File: src/rtl/pc_pkg.sv
`default_nettype none
// ============================================================================
// Module      : pc_pkg
// Description : Shared types and constants for the program-counter generator.
// Revision    : 1.0 - initial release
// ============================================================================
package pc_pkg;

  // Fetch-side control state: BOOT is the single post-reset bubble
  typedef enum logic {
    BOOT = 1'b0,
    RUN  = 1'b1
  } pc_state_e;

  // Next-PC source, listed in priority order
  typedef enum logic [2:0] {
    SRC_TRAP = 3'd0,
    SRC_BR   = 3'd1,
    SRC_RAS  = 3'd2,
    SRC_SEQ  = 3'd3,
    SRC_HOLD = 3'd4
  } pc_src_e;

  // Low PC bits that must be zero for a 4-byte aligned fetch address
  localparam logic [1:0] ALIGN_MASK = 2'b11;

endpackage : pc_pkg
`default_nettype wire

File: src/rtl/pc_ras.sv
`default_nettype none
// ============================================================================
// Module      : pc_ras
// Description : Circular return-address stack. Push on call, pop on return,
//               simultaneous push+pop replaces the top entry. Pushing when
//               full overwrites the oldest entry. Flush empties the stack.
// Revision    : 1.0 - initial release
// ============================================================================
module pc_ras #(
  parameter int XLEN  = 32,
  parameter int DEPTH = 4
) (
  input  logic            clk,
  input  logic            reset,
  input  logic            i_push,
  input  logic            i_pop,
  input  logic            i_flush,
  input  logic [XLEN-1:0] i_data,
  output logic [XLEN-1:0] o_top,
  output logic            o_empty
);

  localparam int PTR_W = (DEPTH > 1) ? $clog2(DEPTH) : 1;
  localparam int CNT_W = PTR_W + 1;

  logic [XLEN-1:0]  r_stack [DEPTH];
  logic [PTR_W-1:0] r_ptr;
  logic [CNT_W-1:0] r_count;
  logic             w_full;
  logic             w_replace;
  logic             w_wr_en;
  logic [PTR_W-1:0] w_wr_idx;

  assign o_empty   = (r_count == '0);
  assign w_full    = (r_count == CNT_W'(DEPTH));
  assign o_top     = r_stack[r_ptr];
  // Call and return together on a non-empty stack rewrite the current top
  assign w_replace = i_push & i_pop & ~o_empty;
  assign w_wr_en   = ~i_flush & i_push;
  assign w_wr_idx  = w_replace ? r_ptr : r_ptr + PTR_W'(1);

  // Pointer and occupancy; the pointer wraps so a full push drops the oldest
  always_ff @(negedge clk or negedge reset) begin
    if (!reset) begin
      r_ptr   <= '0;
      r_count <= '0;
    end else if (i_flush) begin
      r_count <= '0;
    end else if (w_replace) begin
      r_count <= r_count;
    end else if (i_push) begin
      r_ptr <= r_ptr + PTR_W'(1);
      if (!w_full) begin
        r_count <= r_count + CNT_W'(1);
      end
    end else if (i_pop && !o_empty) begin
      r_ptr   <= r_ptr - PTR_W'(1);
      r_count <= r_count - CNT_W'(1);
    end
  end

  // Entry storage has no reset; the occupancy count guards stale data
  always_ff @(negedge clk) begin
    if (w_wr_en) begin
      r_stack[w_wr_idx] <= i_data;
    end
  end

endmodule : pc_ras
`default_nettype wire

File: src/rtl/pc_gen.sv
`default_nettype none
// ============================================================================
// Module      : pc_gen
// Description : IF-stage program-counter generator. Next PC by priority:
//               trap, branch redirect, return-address prediction, sequential.
//               All state updates on the falling clock edge.
//               Optional feature macro: PC_RAS_EN (return-address stack).
// Revision    : 1.0 - initial release
// ============================================================================
module pc_gen
  import pc_pkg::*;
#(
  parameter int              XLEN      = 32,
  parameter logic [XLEN-1:0] RESET_VEC = '0,
  parameter int              RAS_DEPTH = 4
) (
  input  logic            clk,
  input  logic            reset,
  input  logic            stall,
  input  logic            if_ready,
  input  logic            br_taken,
  input  logic [XLEN-1:0] br_target,
  input  logic            trap,
  input  logic [XLEN-1:0] trap_vec,
  input  logic            is_call,
  input  logic            is_ret,
  output logic [XLEN-1:0] pc_out,
  output logic [XLEN-1:0] pc_plus4,
  output logic            pc_valid,
  output logic            misalign,
  output logic            ras_pred
);

  localparam logic [XLEN-1:0] LOW_MASK = XLEN'(ALIGN_MASK);

  pc_state_e       r_state;
  logic [XLEN-1:0] r_pc;
  logic            r_pc_valid;
  logic            r_misalign;
  logic            r_ras_pred;

  logic [XLEN-1:0] w_pc_plus4;
  logic [XLEN-1:0] w_ras_top;
  logic            w_ras_hit;
  logic            w_adv;
  pc_src_e         w_src;

  assign w_pc_plus4 = r_pc + XLEN'(4);
  assign w_adv      = r_pc_valid & if_ready & ~stall;

`ifdef PC_RAS_EN
  logic w_ras_empty;
  logic w_redirect;

  // A redirect squashes the instruction in IF, so its call/return is ignored
  assign w_redirect = trap | br_taken;
  assign w_ras_hit  = w_adv & is_ret & ~w_ras_empty;

  pc_ras #(
    .XLEN  (XLEN),
    .DEPTH (RAS_DEPTH)
  ) u_ras (
    .clk     (clk),
    .reset   (reset),
    .i_push  (w_adv & is_call & ~w_redirect),
    .i_pop   (w_adv & is_ret & ~w_redirect),
    .i_flush (trap),
    .i_data  (w_pc_plus4),
    .o_top   (w_ras_top),
    .o_empty (w_ras_empty)
  );
`else
  wire w_unused = &{1'b0, is_call, is_ret, RAS_DEPTH[0]};

  assign w_ras_hit = 1'b0;
  assign w_ras_top = '0;
`endif

  // Fixed-priority next-PC source selection
  always_comb begin
    w_src = SRC_HOLD;
    if (trap) begin
      w_src = SRC_TRAP;
    end else if (br_taken) begin
      w_src = SRC_BR;
    end else if (w_ras_hit) begin
      w_src = SRC_RAS;
    end else if (w_adv) begin
      w_src = SRC_SEQ;
    end
  end

  // PC register, BOOT/RUN sequencing and registered status flags
  always_ff @(negedge clk or negedge reset) begin
    if (!reset) begin
      r_state    <= BOOT;
      r_pc       <= RESET_VEC;
      r_pc_valid <= 1'b0;
      r_misalign <= 1'b0;
      r_ras_pred <= 1'b0;
    end else begin
      r_misalign <= 1'b0;
      case (w_src)
        SRC_TRAP: begin
          r_pc       <= trap_vec & ~LOW_MASK;
          r_ras_pred <= 1'b0;
        end
        SRC_BR: begin
          r_pc       <= br_target & ~LOW_MASK;
          r_misalign <= |(br_target & LOW_MASK);
          r_ras_pred <= 1'b0;
        end
        SRC_RAS: begin
          r_pc       <= w_ras_top;
          r_ras_pred <= 1'b1;
        end
        SRC_SEQ: begin
          r_pc       <= w_pc_plus4;
          r_ras_pred <= 1'b0;
        end
        default: begin
          r_pc <= r_pc;
        end
      endcase
      // BOOT lasts exactly one edge, redirect or not
      case (r_state)
        BOOT: begin
          r_state    <= RUN;
          r_pc_valid <= 1'b1;
        end
        default: begin
          r_state    <= RUN;
          r_pc_valid <= 1'b1;
        end
      endcase
    end
  end

  assign pc_out   = r_pc;
  assign pc_plus4 = w_pc_plus4;
  assign pc_valid = r_pc_valid;
  assign misalign = r_misalign;
  assign ras_pred = r_ras_pred;

endmodule : pc_gen
`default_nettype wire
File: config.mk
export PLATFORM = sky130hd
export DESIGN_NAME = pc_gen
export DESIGN_NICKNAME = d
export VERILOG_FILES = /design/src/rtl/pc_pkg.sv /design/src/rtl/pc_ras.sv /design/src/rtl/pc_gen.sv
export SDC_FILE = /design/constraint.sdc
export NUM_CORES = 1
export LEC_CHECK = 0
export CAP_MARGIN = 5
export CORE_AREA = 2 2 84 86
export DETAILED_ROUTE_END_ITERATION = 16
export DIE_AREA = 0 0 86 88
export PLACE_DENSITY = 0.84
export SLEW_MARGIN = 20
export SYNTH_ARGS = -nofsm -noshare
export SYNTH_HDL_FRONTEND = slang
export SYNTH_SLANG_ARGS = --single-unit
export TNS_END_PERCENT = 1
File: constraint.sdc
create_clock -name clk -period 2.6 [get_ports clk]
set_input_delay 0.52 -clock clk [delete_from_list [all_inputs] [get_ports clk]]
set_output_delay 0.52 -clock clk [all_outputs]
set_load 0.02 [all_outputs]
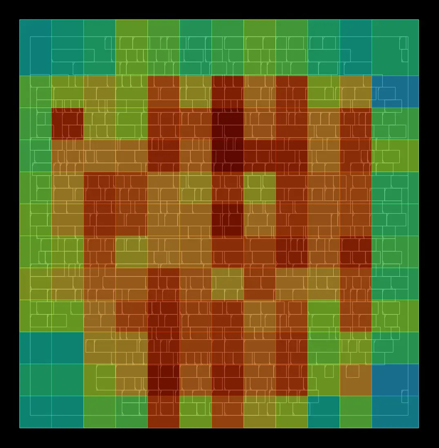
**Above:** run 1 (routing congestion map).
GR Util met2: 51.4%
Most Crowded Layer GR: met2
wire length per cell: 20.3 µm

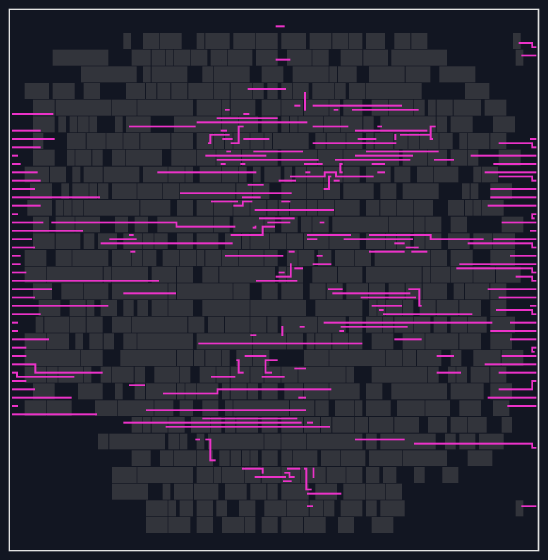
**Above:** run 1 (M3 wires).
Cells faint in the background.
The layer holds 9.2% of the routed length. The layer carries 1180 µm of wire. The longest straight run is 28.8 µm.
grt met3 use: 7.82%
total number of vias: 3745

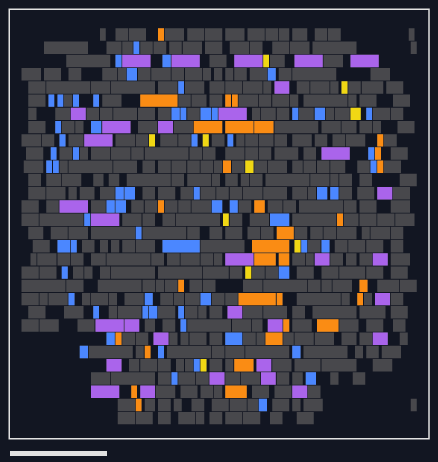
**Above:** run 1 (gate families picked out).
Bar = 20 µm.
Key: yellow = inv cells [cells 10]; blue = nand cells [cells 64]; orange = nor cells [cells 32]; purple = xor and xnor cells [cells 32, where widely spread]
dominant logic cell type in the layout: buf_4
non-filler instance count after layout: 633

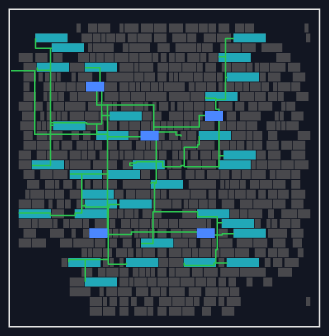
**Above:** run 1 (routed clock nets over the placement).
Key: blue = clock-net drivers [count 5]; green = clock wires [length 545 µm]; cyan = flip-flops [count 33]
Position of the flops: widely spread.

==> run_results.csv, run 1 <==
group,metric,value,unit
status,status,"complete, but fails checks",
status,violations,"setup timing",
routing,drt_pre_antenna_iters,6,
setup_path,startpoint,"pc_out[2]",
synthesis,top_cells_by_area,"dfrtn_1, xnor2_1, nand2_1",
grt,grt_pass1_wl,18000,µm
power_and_ir_drop,sequentialPowerShare,28.7,%
power_and_ir_drop,internal_power,1.37,mW
setup_path,critPathLaunchType,"register",
cells_and_area,seq_share,15.9,%
setup_path,cp_num_buf_inv,3,
synthesis,common_cells,"nand2_1, dfrtn_1, a21oi_1, xnor2_1, nor2_1",
synthesis,async_reset_ff_share,100,%
power_and_ir_drop,pwr-share-clk,21.3,%
cells_and_area,post-route-util,78.0,%
clock_network,cts-root-buf,"clkbuf_8",
synthesis,xor_area_share,10.8,%
setup_path,crit_slowest_cell,"dfrtn_1",
synthesis,syn_inst,322,
die,die_h,88,µm
synthesis,synthMuxAreaShare,0.817,%
job,cap_viol_max_count,0,
cells_and_area,buf_share,43.0,%
cells_and_area,comb-cell-share,36.4,%
routing,wl_met3,1180,µm
cells_and_area,n_all_inverters,10,
cells_and_area,ff_count,33,
routing,vias_per_cell,5.92,
cells_and_area,lay_top_cells,"buf_4, clkdlybuf4s50_1, buf_6, nand2_1, dfrtn_1",
cells_and_area,nClkBuffers,7,
power_and_ir_drop,seq-power,0.621,mW
cells_and_area,nonClockBufferCount,246,
synthesis,syn_avg_cell_area,8.09,µm²
grt,use_met1,36.6,%
synthesis,synthTopLogicFamily,"AND-OR/OR-AND gates",
setup_path,cp-end-kind,"primary output",
clock_network,postCtsSetupRepairBufs,1,
die,pin_count,139,
grt,antenna_found_initial,0,
routing,initialDrtViolationCount,324,
power_and_ir_drop,combPwrFrac,49.9,%
die,core_region_area,0.00664,mm²
clock_network,cts_max_level,2,
power_and_ir_drop,p_total,2.16,mW
min_path,hold_depth,1,
final_timing,setup_ws,-1.47,ns
final_timing,finalSetupViolCount,93,
place,dpl-instance-area,0.00476,mm²
clock_network,cts_tree,"yes",
power_and_ir_drop,switching_share,36.9,%
cells_and_area,area_growth,99.0,%
final_timing,skew,0.00396,ns
power_and_ir_drop,power_leader,"combinational cells",
die,dieArea,0.00757,mm²
synthesis,syn_area,0.00260,mm²
synthesis,ys_ff,33,
setup_path,timing_worst_setup_path_type,"register to primary output",
cells_and_area,final-comb-area,0.00189,mm²
cells_and_area,largestClassByArea,"buffers",
clock_network,clock_latency,0.31,ns
setup_path,worstRegToRegCells,7,
cells_and_area,final_area,0.00518,mm²
cells_and_area,logic_gates,256,
cells_and_area,drive_gt1_share,44.7,%
setup_path,crit_path_end,"pc_plus4[27]",
setup_path,regToRegEndpoint,"pc_out[19]",
setup_path,crit_family,"simple AND/OR/NAND/NOR gates",
place,io_buffers,130,
routing,wl_met2,6330,µm
die,rows,30,
grt,grt_max_degree,34,
clock_network,cts_num_sinks,33,
==> run 1 -> run 2 <==
Settings changed: PLACE_DENSITY 0.84 to 0.8.
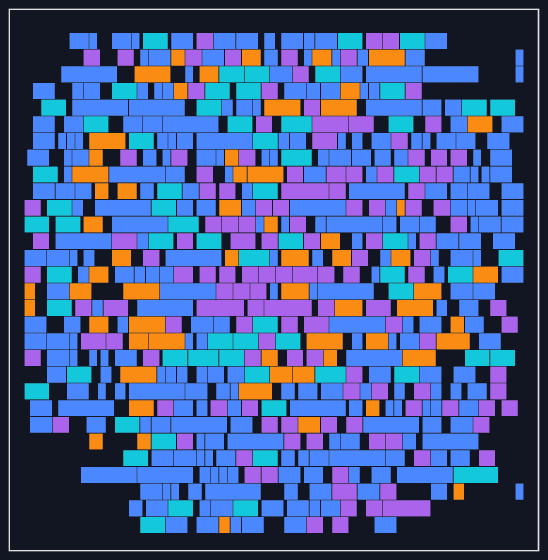
**Above:** run 2 (cell sizes after repair).
Key: purple = x3 and x4 [cells 135, share 24%]; orange = x2 [cells 61, share 11%]; blue = x1 and smaller [cells 293, share 53%]; cyan = x6 and larger [cells 64, share 12%]

==> run_results.csv, run 2 <==
group,metric,value,unit
grt,met3_usage,7.07,%
clock_network,postCtsSetupRepairBufs,2,
setup_path,crit_slowest_cell,"dfrtn_1",
place,io_buffers,130,
clock_network,cts_num_sinks,33,
final_timing,skew,0.00621,ns
synthesis,fa_ha_area_share,0.480,%
grt,grt_pass1_wl,18100,µm
cells_and_area,ff_count,33,
grt,antenna_found_initial,0,
clock_network,cts_max_level,2,
clock_network,cts_resized,402,
grt,grt_max_degree,34,
setup_path,timing_worst_setup_path_type,"register to primary output",
power_and_ir_drop,seq-power,0.620,mW
final_timing,finalSetupViolCount,89,
cells_and_area,clkCellAreaFrac,1.65,%
cells_and_area,instances_no_fill,633,
synthesis,async_reset_ff_share,100,%
final_timing,setup_ws,-1.44,ns
cells_and_area,area_growth,100,%
power_and_ir_drop,p_total,2.12,mW
die,rows,30,
cells_and_area,seq_share,15.8,%
die,die_h,88,µm
cells_and_area,nonClockBufferCount,247,
synthesis,xor_area_share,10.8,%
place,dpl-instance-area,0.00474,mm²
routing,wl_met2,6290,µm
setup_path,crit_path_end,"pc_plus4[24]",
power_and_ir_drop,pwr-share-clk,19.4,%
cells_and_area,final-comb-area,0.00193,mm²
setup_path,critPathLaunchType,"register",
clock_network,clock_latency,0.30,ns
synthesis,synthMuxAreaShare,0.817,%
status,violations,"setup timing",
cells_and_area,comb-cell-share,37.0,%
cells_and_area,post-route-util,78.6,%
setup_path,startpoint,"pc_out[13]",
routing,vias_per_cell,5.82,
routing,vias,3686,
die,n_tap_cell,80,
power_and_ir_drop,internal_power,1.34,mW
cells_and_area,drive_gt1_share,47.0,%
power_and_ir_drop,combPwrFrac,51.4,%
min_path,hold_depth,1,
setup_path,cp_num_buf_inv,3,
min_path,hold_path.startpoint,"ras_pred",
cells_and_area,buf_share,42.9,%
cells_and_area,lay_top_cells,"buf_4, clkdlybuf4s50_1, buf_6, dfrtn_1, nand2_1",
cells_and_area,final_area,0.00522,mm²
cells_and_area,layout_top_cell,"buf_4",
power_and_ir_drop,sequentialPowerShare,29.2,%
die,pin_count,139,
routing,drt_pre_antenna_iters,5,
die,core_region_area,0.00664,mm²
synthesis,common_cells,"nand2_1, dfrtn_1, a21oi_1, xnor2_1, nor2_1",
setup_path,cp-end-kind,"primary output",
cells_and_area,largestClassByArea,"buffers",
job,cap_viol_max_count,0,
setup_path,regToRegEndpoint,"pc_out[19]",
cells_and_area,nClkBuffers,7,
synthesis,syn_area,0.00260,mm²
synthesis,synthTopLogicFamily,"AND-OR/OR-AND gates",
synthesis,syn_inst,322,
cells_and_area,n_all_inverters,10,
power_and_ir_drop,switching_share,36.8,%
clock_network,cts_tree,"yes",
routing,initialDrtViolationCount,294,
clock_network,cts-root-buf,"clkbuf_8",
routing,wl_met3,1100,µm
clock_network,cts_hold_buf,0,
status,status,"complete, but fails checks",
synthesis,syn_avg_cell_area,8.09,µm²
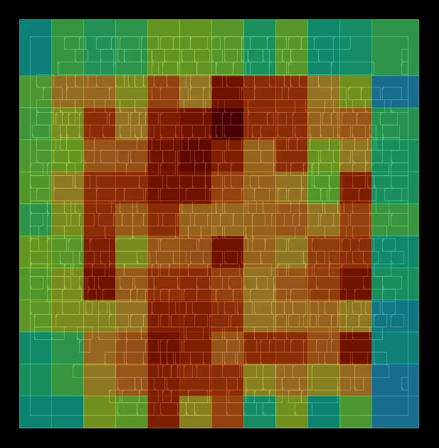
**Above:** run 2 (routing congestion map).
GR Util met2: 53.1%
met1 Use GR: 35.7%
Tot GR Track Use: 30.6%
wire length per cell: 20.1 µm

==> run 2 -> run 3 <==
Clock period 2.6 ns to 4.21 ns, I/O delays scaled along.
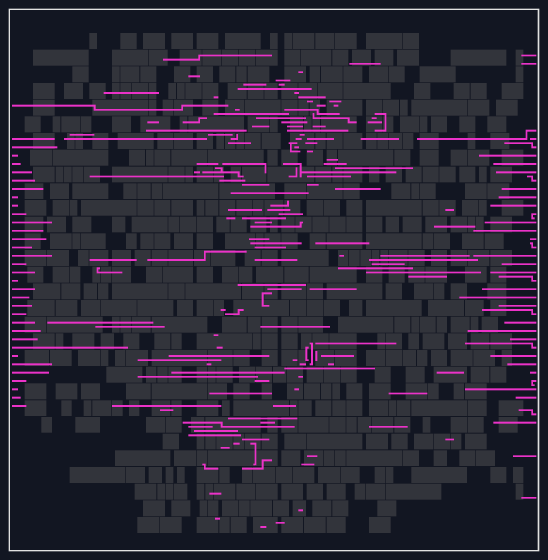
**Above:** run 3 (M3 wires).
Cells faint in the background.
final WL: 12600 µm
total number of vias: 3707
grt met3 use: 6.22%

==> run_results.csv, run 3 <==
group,metric,value,unit
status,status,"complete, but fails checks",
status,violations,"setup timing",
clock_network,cts-root-buf,"clkbuf_8",
power_and_ir_drop,seq-power,0.381,mW
cells_and_area,nonClockBufferCount,251,
setup_path,crit_path_end,"pc_plus4[28]",
routing,initialDrtViolationCount,281,
setup_path,regToRegEndpoint,"pc_out[30]",
cells_and_area,final_area,0.00506,mm²
grt,top_usage_layer,"met2",
cells_and_area,largestClassByArea,"buffers",
setup_path,startpoint,"pc_out[4]",
synthesis,top_cells_by_area,"dfrtn_1, xnor2_1, nand2_1",
synthesis,xor_area_share,10.8,%
setup_path,crit_family,"simple AND/OR/NAND/NOR gates",
cells_and_area,lay_top_cells,"buf_4, clkdlybuf4s50_1, nand2_1, dfrtn_1, dlygate4sd2_1",
grt,antenna_found_initial,0,
routing,vias_per_cell,5.81,
die,pin_count,139,
cells_and_area,ff_count,33,
power_and_ir_drop,p_total,1.25,mW
final_timing,skew,0.00621,ns
setup_path,worstRegToRegCells,8,
die,rows,30,
die,core_region_area,0.00664,mm²
grt,use_met1,36.2,%
setup_path,timing_worst_setup_path_type,"register to primary output",
routing,avgRoutedWirePerCell,19.7,µm
power_and_ir_drop,power_leader,"combinational cells",
routing,wl_met3,1200,µm
routing,wl_met2,5970,µm
setup_path,cp-end-kind,"primary output",
min_path,hold_depth,1,
power_and_ir_drop,switching_share,38.3,%
setup_path,cp_num_buf_inv,3,
setup_path,critPathLaunchType,"register",
cells_and_area,area_growth,94.2,%
final_timing,finalSetupViolCount,32,
die,n_tap_cell,80,
routing,drt_pre_antenna_iters,5,
clock_network,cts_resized,203,
cells_and_area,post-route-util,76.1,%
synthesis,synthTopLogicFamily,"AND-OR/OR-AND gates",
synthesis,async_reset_ff_share,100,%
setup_path,crit_slowest_cell,"dfrtn_1",
cells_and_area,buf_share,41.5,%
cells_and_area,instances_no_fill,638,
min_path,hold_path.startpoint,"ras_pred",
grt,grt_max_degree,34,
synthesis,ys_ff,33,
cells_and_area,seq_share,16.3,%
synthesis,common_cells,"nand2_1, dfrtn_1, a21oi_1, xnor2_1, nor2_1",
power_and_ir_drop,internal_power,0.772,mW
final_timing,setup_ws,-0.972,ns
power_and_ir_drop,pwr-share-clk,19.7,%
cells_and_area,final-comb-area,0.00191,mm²
cells_and_area,drive_gt1_share,40.1,%
job,cap_viol_max_count,0,
power_and_ir_drop,combPwrFrac,49.8,%
clock_network,cts_num_sinks,33,
synthesis,syn_inst,322,
power_and_ir_drop,sequentialPowerShare,30.5,%
cells_and_area,comb-cell-share,37.8,%
cells_and_area,n_all_inverters,10,
clock_network,cts_hold_buf,0,
grt,grt_pass1_wl,17600,µm
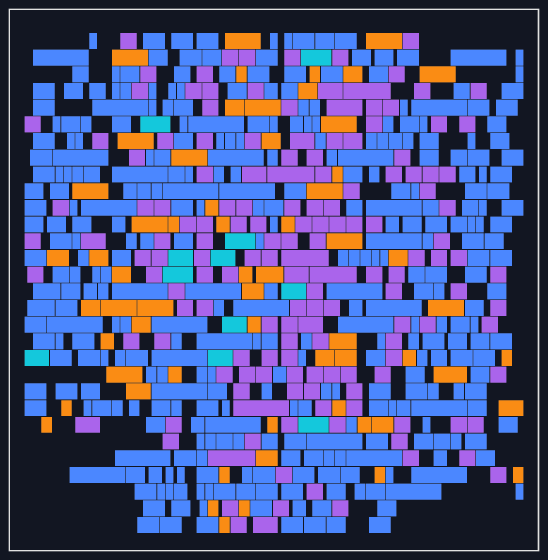
**Above:** run 3 (cell sizes after repair).
Key: purple = x3 and x4 [cells 153, share 27%]; orange = x2 [cells 60, share 11%]; blue = x1 and smaller [cells 334, share 60%]; cyan = x6 and larger [cells 11, share 2.0%]

Power is estimated from default activity; no workload was simulated.
